### src/rtl/aac_driver.sv
// aac_driver: feeds AAC from a product stream and returns one dot-product result per vector
module aac_driver #(
  parameter int DW      = 16,
  parameter int AW      = 24,
  parameter int MAX_LEN = 128
) (
  input  logic          clk,
  input  logic          reset_n,
  input  logic          start,
  input  logic [7:0]    len,
  input  logic          in_valid,
  output logic          in_ready,
  input  logic [DW-1:0] in_data,
  output logic          aac,
  output logic [AW-1:0] a_o,
  input  logic [AW-1:0] acc_in,
  output logic          res_valid,
  input  logic          res_ready,
  output logic [AW-1:0] res_data,
  output logic          busy
);
  typedef enum logic [1:0] {IDLE, FEED, DRAIN, RESULT} state_t;
  localparam logic [7:0] ML = 8'(MAX_LEN);
  state_t        state_q, state_d;
  logic [7:0]    cnt_q, cnt_d, len_q, len_d;
  logic          drn_q, drn_d, aac_q, aac_d, rv_q, rv_d;
  logic [AW-1:0] a_q, a_d, rd_q, rd_d;
  logic          take, last;
  assign in_ready  = state_q == FEED;
  assign busy      = state_q != IDLE;
  assign aac       = aac_q;
  assign a_o       = a_q;
  assign res_valid = rv_q;
  assign res_data  = rd_q;
  assign take      = in_valid & in_ready;
  assign last      = take && cnt_q == len_q - 8'd1;
  always_ff @(posedge clk or negedge reset_n)
    if (!reset_n) begin
      state_q <= IDLE;
      cnt_q   <= '0;
      len_q   <= '0;
      drn_q   <= 1'b0;
      aac_q   <= 1'b0;
      a_q     <= '0;
      rv_q    <= 1'b0;
      rd_q    <= '0;
    end else begin
      state_q <= state_d;
      cnt_q   <= cnt_d;
      len_q   <= len_d;
      drn_q   <= drn_d;
      aac_q   <= aac_d;
      a_q     <= a_d;
      rv_q    <= rv_d;
      rd_q    <= rd_d;
    end
  always_comb begin
    state_d = state_q;
    case (state_q)
      IDLE:    state_d = start ? FEED : IDLE;
      FEED:    state_d = last ? DRAIN : FEED;
      DRAIN:   state_d = drn_q ? RESULT : DRAIN;
      default: state_d = res_ready ? IDLE : RESULT;
    endcase
  end
  // AAC.out settles one edge after a_o, so DRAIN spends two edges before capturing it
  always_comb begin
    cnt_d = cnt_q;
    len_d = len_q;
    drn_d = 1'b0;
    aac_d = 1'b0;
    a_d   = '0;
    rv_d  = rv_q;
    rd_d  = rd_q;
    case (state_q)
      IDLE: begin
        cnt_d = start ? 8'd0 : cnt_q;
        len_d = !start ? len_q : (len == 8'd0 || len > ML) ? ML : len;
      end
      FEED: begin
        a_d   = take ? {{(AW-DW){in_data[DW-1]}}, in_data} : '0;
        aac_d = cnt_q != 8'd0;
        cnt_d = cnt_q + {7'd0, take};
      end
      DRAIN: begin
        aac_d = 1'b1;
        drn_d = !drn_q;
        rv_d  = drn_q | rv_q;
        rd_d  = drn_q ? acc_in : rd_q;
      end
      default: rv_d = !res_ready;
    endcase
  end
endmodule

### config.mk
export PLATFORM = sky130hd
export DESIGN_NAME = aac_driver
export DESIGN_NICKNAME = d
export VERILOG_FILES = /design/src/rtl/aac_driver.sv
export SDC_FILE = /design/constraint.sdc
export NUM_CORES = 1
export LEC_CHECK = 0
export CAP_MARGIN = 0
export CORE_MARGIN = 2
export CORE_UTILIZATION = 39
export CTS_BUF_LIST = sky130_fd_sc_hd__clkbuf_4 sky130_fd_sc_hd__clkbuf_8 sky130_fd_sc_hd__clkbuf_16
export DETAILED_ROUTE_END_ITERATION = 10
export GPL_TIMING_DRIVEN = 0
export PLACE_DENSITY = 0.75
export SLEW_MARGIN = 15
export SYNTH_ARGS = -nofsm -noshare
export SYNTH_HDL_FRONTEND = slang
export SYNTH_SLANG_ARGS = --single-unit
### constraint.sdc
create_clock -name clk -period 1.65 [get_ports clk]
set_input_delay 0.165 -clock clk [delete_from_list [all_inputs] [get_ports clk]]
set_output_delay 0.165 -clock clk [all_outputs]
set_load 0.005 [all_outputs]
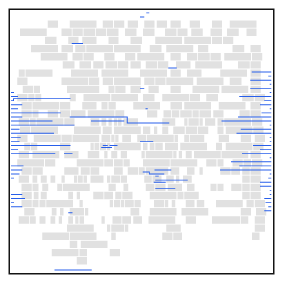
(run_1/met3.png)
Scale: 3 px per µm.
share of all routed wire: 6.9%
longest straight run: 20.9 µm
nets with wire on the layer: 72
wire length on this layer: 442 µm

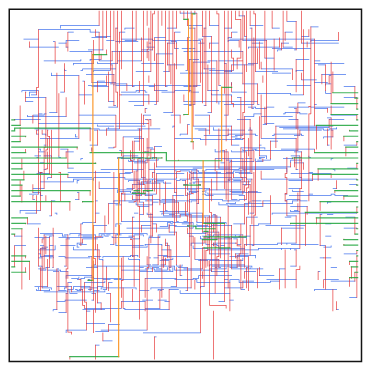
(run_1/metal_stack.png)
Scale: 4 px per µm.
legend:
  met1:
    colour: blue
    wire_length: 2670 µm
  met4:
    colour: orange
    wire_length: 196 µm
  met3:
    colour: green
    wire_length: 442 µm
  met2:
    colour: red
    wire_length: 3060 µm

==> run notes, run 1 <==
Physical implementation

Yosys mapped a number of flops with a built-in enable equal to 0. The wire length recorded after detailed routing is roughly 6400 µm. The starting density of the core is approximately two fifths. The most frequently placed logic cell in the final layout is clkdlybuf4s50_1.

For reference, the final report shows the hold violation count at 0. The number of global-route vias before repair was around 2200. The final worst slack is -0.0392 ns.

Buffers inserted during clock tree synthesis total 9. The required time reported for the critical path endpoint is approximately 1.9 ns. By instance count after routing, the leading logic cell types are clkdlybuf4s50_1 (101), dfrtp_1 (60), mux2_2 (24), buf_4 (17), and3_1 (17). The number of clock sinks seen by CTS is 61. The worst setup path is captured at a register. The count of max-cap constraint violations is 0. The port buffer count is between 100 and 150. The power per standard cell area is 1420 nW/µm².

Counting pins that exceed their max-slew limit in the final report gives 0. The post-synth design cell area is between 2000 and 3000 µm². After synthesis, the share of flip-flops with an asynchronous set or reset is 100%. The total via count in the routed design is about 2100. After layout, the setup clock skew is reported as about 0.01 ns. The final core utilization is between 60% and 70%.

Looking at the clock tree report, the maximum root-to-sink buffer count equals 2. The flow ran to the end, but the final reports show violations. The total congestion overflow is 0. The final reports fail on setup timing. The clock latency reported for the late side of the worst-skew pair is 0.34 ns. The relative slew slack is 49.0%. The full die area is about 7700 µm².

In this run the biggest area consumer among cell types represents approximately 56% of the synthesized area. The floorplan row count is 30. The pre-CTS setup slack is -0.298 ns.

The final layout reports a setup TNS of -0.0507 ns. The final timing report derives a shortest allowable period of about 1.7 ns. The ratio of final minimum period to clock period is 102%.

The routed via count divided by cell count is roughly 4.7. The root cell of the clock tree is clkbuf_8. The timing report gives the clock slew at the launch and capture registers of the worst setup and hold paths as 0.07 ns.

The count of endpoints failing setup in the final report is 2. Derived from the worst setup path, the maximum achievable clock frequency is 0.592 GHz. The synthesized net count is approximately 290. The leakage power summed over all cells is between 0.0015 and 0.002 µW. The detailed-router iteration count before antenna repair is 4. In the Yosys report, the sequential cells make up 55.9% of the chip area. The pin closest to its max-slew limit shows a slew of 0.766 ns. The nature of the critical path startpoint is a register.
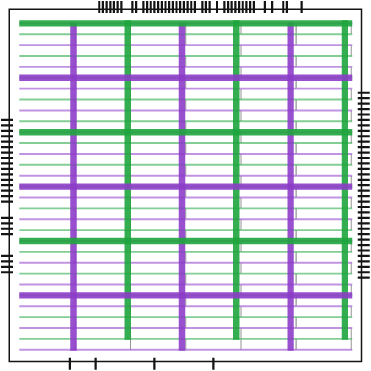
(run_1/pdn.png)
Scale: 4 px per µm. Pins as bars on the die edge. Tap cells in grey.
legend:
  VDD:
    colour: green
  VSS:
    colour: purple
signal pins: 105
met1 rails: 31
met5 straps: 6
tap cells: 96
met4 straps: 6

-- run 1: registers in the layout, summed over array words and instances (netlist names) --
| name | flops |
|---|---|
| a_o | 16 |
| aac | 1 |
| cnt_q | 8 |
| drn_q | 1 |
| len_q | 8 |
| res_data | 24 |
| res_valid | 1 |
| state_q | 2 |
-- run 1: Yosys cell counts (7+ instances only) --
library cell  count
dfrtp_1          61
mux2_2           24
and3_1           17
nand2_1          16
nand2b_1         10
o21ai_0          10
buf_4             9
nor2_1            9
xor2_1            9
ha_1              7
inv_1             7
-- run 1: through the flow --
step / cell area [µm²] / hold slack [ns] / total power (µW) / instances
after global routing: 4280 / 0.404 / 6500 / 454
after floorplan: 2750 / -0.131 / 3380 / 229
after detailed placement: 3910 / 0.285 / 4500 / 429
final: 4280 / 0.416 / 6090 / 454
after CTS: 4210 / 0.402 / 6080 / 451
after global placement: 3910 / 0.426 / 4420 / 429
-- run 1: area by class of cell --
cell class / count / area (µm²) / area share, %
well taps: 96 / 120 / 2.80
multi-input cells: 146 / 1170 / 27.4
flip-flops and latches: 61 / 1530 / 35.7
repair buffers: 113 / 1110 / 25.9
clock buffers: 12 / 165 / 3.86
inverters: 7 / 26.3 / 0.613
clock inverters: 4 / 55.1 / 1.29
plain buffers: 15 / 105 / 2.45
-- run 1: path summary, 6_finish.rpt --
path	startpoint	end	slack, ns	cells past startpoint
hold / removal	len[5]	len_q[5]	0.42	3
setup / recovery	state_q[0]	cnt_q[7]	-0.04	7
setup reg to reg	state_q[0]	cnt_q[7]	-0.04	7
max in group asynchronous	reset_n	a_o[22]	0.65	2
hold reg to reg	res_data[17]	res_data[17]	0.51	1
min in group asynchronous	reset_n	len_q[3]	0.43	2
-- run 1: kinds of logic (layout without fill, tap and decap cells) --
group	count (synthesis)	after routing	synth area share, %
buffers and inverters	22	151	4.35
DFF	61	61	55.9
AOI/OAI and AO/OA	23	23	5.45
and+or+nand+nor	77	77	16.3
xor gates and xnor gates	14	14	4.49
muxes	25	25	10.3
adders and majority gates	7	7	3.21
-- run 1: report_power, final --
| group | switching (µW) | total [µW] | internal (µW) |
|---|---|---|---|
| Combinational | 996 | 2490 | 1500 |
| Sequential | 281 | 2180 | 1900 |
| Clock | 597 | 1420 | 826 |
-- run 1: repair_timing --
action                     in CTS  in global routing
hold endpoints to repair       61                  0
pin swaps                       4                  7
resized                        12                 13
setup buffers                   5                  3
setup endpoints to repair      28                 38
hold buffers                    1                  0
-- run 1: per-layer routing --
metal  vias up  routed length, µm  track usage (%)  part of all wire (%)
li1       1035                  -                -                     -
met1       999               2670             21.6                    42
met2        91               3060             26.9                    48
met3        14                442             4.24                   6.9
met4         0                195             10.6                   3.1
met5         -                  0                0                     0
-- run 1: critical path, stage by stage (launching register included) --
cell and delay [ns]:
dfrtp_1 0.41, buf_6 0.12, ha_4 0.14, and2_4 0.15, ha_4 0.16, nand4_4 0.13
or3_4 0.40, a21oi_2 0.12
==> inputs of run 2 (changes only) <==
--- a/config.mk
+++ b/config.mk
@@ -9,10 +9,11 @@
 export CORE_MARGIN = 2
 export CORE_UTILIZATION = 39
 export CTS_BUF_LIST = sky130_fd_sc_hd__clkbuf_4 sky130_fd_sc_hd__clkbuf_8 sky130_fd_sc_hd__clkbuf_16
+export CTS_CLUSTER_DIAMETER = 200
 export DETAILED_ROUTE_END_ITERATION = 10
 export GPL_TIMING_DRIVEN = 0
+export MAX_ROUTING_LAYER = met4
 export PLACE_DENSITY = 0.75
-export SLEW_MARGIN = 15
 export SYNTH_ARGS = -nofsm -noshare
 export SYNTH_HDL_FRONTEND = slang
 export SYNTH_SLANG_ARGS = --single-unit
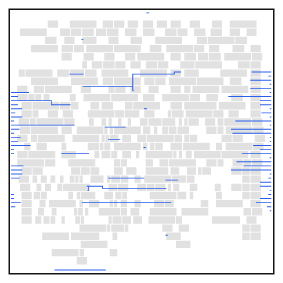
(run_2/met3.png)
Scale: 3 px per µm.
longest straight run: 29.4 µm
nets with wire on the layer: 65
share of all routed wire: 6.3%
main direction: horizontal

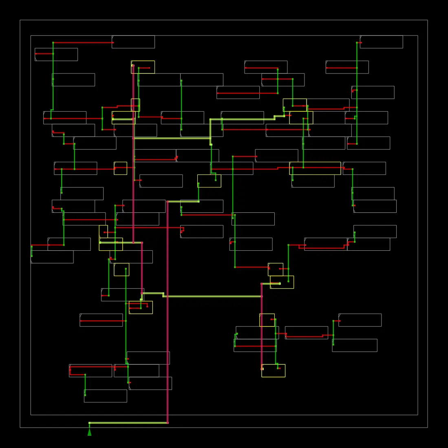
(run_2/final_clocks.png)
clock sink count: 61
power drawn by the clock network: 1330 µW
count of clock-net buffers in the final layout: 9
clk latency late pin: 0.34 ns

==> run 2 against run 1 <==
Against the previous run: the flow still finishes with violations (setup timing); sequential share of layout area down 0.075 points; sequential power about the same; non-clock buffer count up 3; area after synthesis unchanged; largest power group unchanged; highest routed layer unchanged.
==> run notes, run 2 <==
Physical implementation

The logic area is 1180 µm² (+0.32%). The final reports fail on setup timing. STA classifies the critical path startpoint as a register. The full die area is 7690 µm² (unchanged). The leakage power summed over all cells is 0.00193 µW (+0.51%).

The worst hold-check slack is 0.411 ns (-0.00576 ns). The detailed-router iteration count before antenna repair was 4 (unchanged). The timing startpoint of the critical path is state_q[1]. The root cell of the clock tree is clkbuf_8.

The count of final max-slew check failures is 0 (unchanged). The count of flip-flops with a built-in enable after synthesis is 0 (unchanged). The power per standard cell area was 1410 nW/µm² (-1.0%).

The most frequently placed logic cell in the final layout is clkdlybuf4s50_1. The total congestion overflow came to 0 (unchanged). The worst clock skew on the final layout was 0.00847 ns (-0.00184 ns). The register area share after synthesis is 55.9% (unchanged). The final core utilization is 63.2% (+0.18 points). Traced cell by cell, the critical path runs through inv_2 -> ha_4 -> and2_4 -> ha_4 -> nand4_4 -> or3_4 -> a21oi_2. The maximum clock rate is 0.590 GHz (-0.30%).

The number of buffers created by CTS is 9 (unchanged). Per the CTS log, the maximum H-tree level is 3. The count of endpoints failing setup in the final report was 5 (+3).

The synthesized netlist handed to floorplanning was reported with a cell count of 229. The commonest cells after synthesis are dfrtp_1 (61), mux2_2 (24), and3_1 (17). The post-synthesis share of cell area spent on and-or and or-and gates is 5.45% (unchanged). The simple-gate portion of the synthesized area came to 16.3% (unchanged). The required time reported for the critical path endpoint is 1.92 ns (about the same). The most used standard cell by instance count after synthesis is dfrtp_1. The floorplan row count is 30 (unchanged).

The flow ran to the end, but the final reports show violations. The register area is 1530 µm² (about the same). The post-synthesis share of cell area spent on full adders, half adders and majority gates is 3.21% (unchanged). The slew at the pin with the worst max-slew slack is 0.721 ns (-0.0446 ns). The clock transition at the register clock pins on the worst setup and hold paths after CTS came to 0.07 ns (about the same).

The port buffer count is 104 (unchanged). The total negative slack is -0.114 ns (-0.0637 ns). The flip-flop count of the largest register, all copies and words added is 24 (unchanged). The synthesis run identifies the leading combinational cell family as simple AND/OR/NAND/NOR gates.

The maximum buffer depth of the clock tree is 2 (unchanged). The starting density of the core came to 40.2% (unchanged). The sum of buffers and inverters on the critical path was 1 (unchanged). The post-synth design cell area is 2730 µm² (unchanged). The post-synthesis mux area share is 10.3% (unchanged). The final worst slack was -0.0442 ns (-0.00501 ns). The post-route minimum period is 1.69 ns (+0.00501 ns).

The startpoint identified for the worst register-to-register timing path is state_q[1]. The count of max-cap constraint violations is 0 (unchanged). The worst setup path is captured at a register. The cell with the most instances on the worst path is ha_4. The final routed wirelength across all metal layers is 6430 µm (+0.99%). The cell count after placement was 430 (+0.23%). The timing report shows that the slowest cell on the worst path is dfrtp_1. The relative slew slack is 51.9% (+3.0 points).

The routed via count divided by cell count was 4.65 (-1.3%). The share of flip-flops with an asynchronous set or reset came to 100% (unchanged). The total via count in the routed design was 2125 (-0.65%). The area share of the largest cell type after synthesis is 55.9% (unchanged). The final cell count without fillers is 457 (+0.66%). The data arrival time at the worst-slack endpoint is 1.96 ns. The number of hold-slack violations in the final timing report is 0 (unchanged). The synthesized net count is 289 (unchanged). The initial antenna violation count is 0.

Broken down by cell family, the worst path's largest delay share belongs to simple AND/OR/NAND/NOR gates. The synthesized-area fraction occupied by xor and xnor cells is 4.49% (unchanged).
==> run 2: layout make-up <==
class,instances,area share (%)
sequential,61,35.6
multi-input combinational,146,27.4
timing repair buffer,116,26.6
clock buffer,9,2.88
tap,96,2.80
buffer,15,2.45
clock inverter,7,1.72
inverter,7,0.612
==> run 2: worst reg2reg max path, cell delays in order (launching register included) <==
cell	delay [ns]
dfrtp_1	0.40
inv_2	0.11
ha_4	0.17
and2_4	0.16
ha_4	0.15
nand4_4	0.14
or3_4	0.40
a21oi_2	0.11
==> run 2: cell families (layout without fill, tap and decap cells) <==
logic type / Yosys count / after routing
fa+ha+maj: 7 / 7
mux: 25 / 25
simple gates: 77 / 77
compound gates: 23 / 23
xor+xnor: 14 / 14
flops: 61 / 61
buf+inv: 22 / 154
==> run 2: worst paths after layout <==
path / end / slack, ns / depth (start not counted)
hold reg to reg: res_valid / 0.50 / 1
min in group clk: a_o[1] / 0.42 / 2
max in group asynchronous: a_o[9] / 0.63 / 3
hold / removal: len_q[2] / 0.41 / 2
setup / recovery: cnt_q[5] / -0.04 / 7
setup reg to reg: cnt_q[5] / -0.04 / 7
==> run 2: power breakdown <==
part | total (µW) | switching [µW] | internal (µW)
logic | 2540 | 1000 | 1540
clock network | 1330 | 627 | 704
registers | 2180 | 280 | 1900
==> run 2: routing by layer <==
layer,track usage (%),part of all wire [%]
met1,21.4,42
met2,27.9,49
met3,5.28,6.3
met4,9.51,2.4
met5,-,0
==> run 2: metrics by stage <==
stage	setup slack [ns]	total power (µW)	instance area [µm²]
6_report	-0.0442	6050	4300
5_1_grt	-0.134	6480	4300
2_1_floorplan	0.00542	3380	2750
3_3_place_gp	-1.53	4420	3910
3_5_place_dp	-0.290	4520	3920
4_1_cts	-0.0204	5970	4200
==> run 2: what timing repair did <==
item / CTS / global route
setup buffers: 4 / 6
endpoints found under the setup margin: 28 / 36
hold buffers: 1 / 0
pin swaps: 2 / 6
hold endpoints to repair: 30 / 0
resized: 12 / 14
Power and IR drop assume default switching activity.
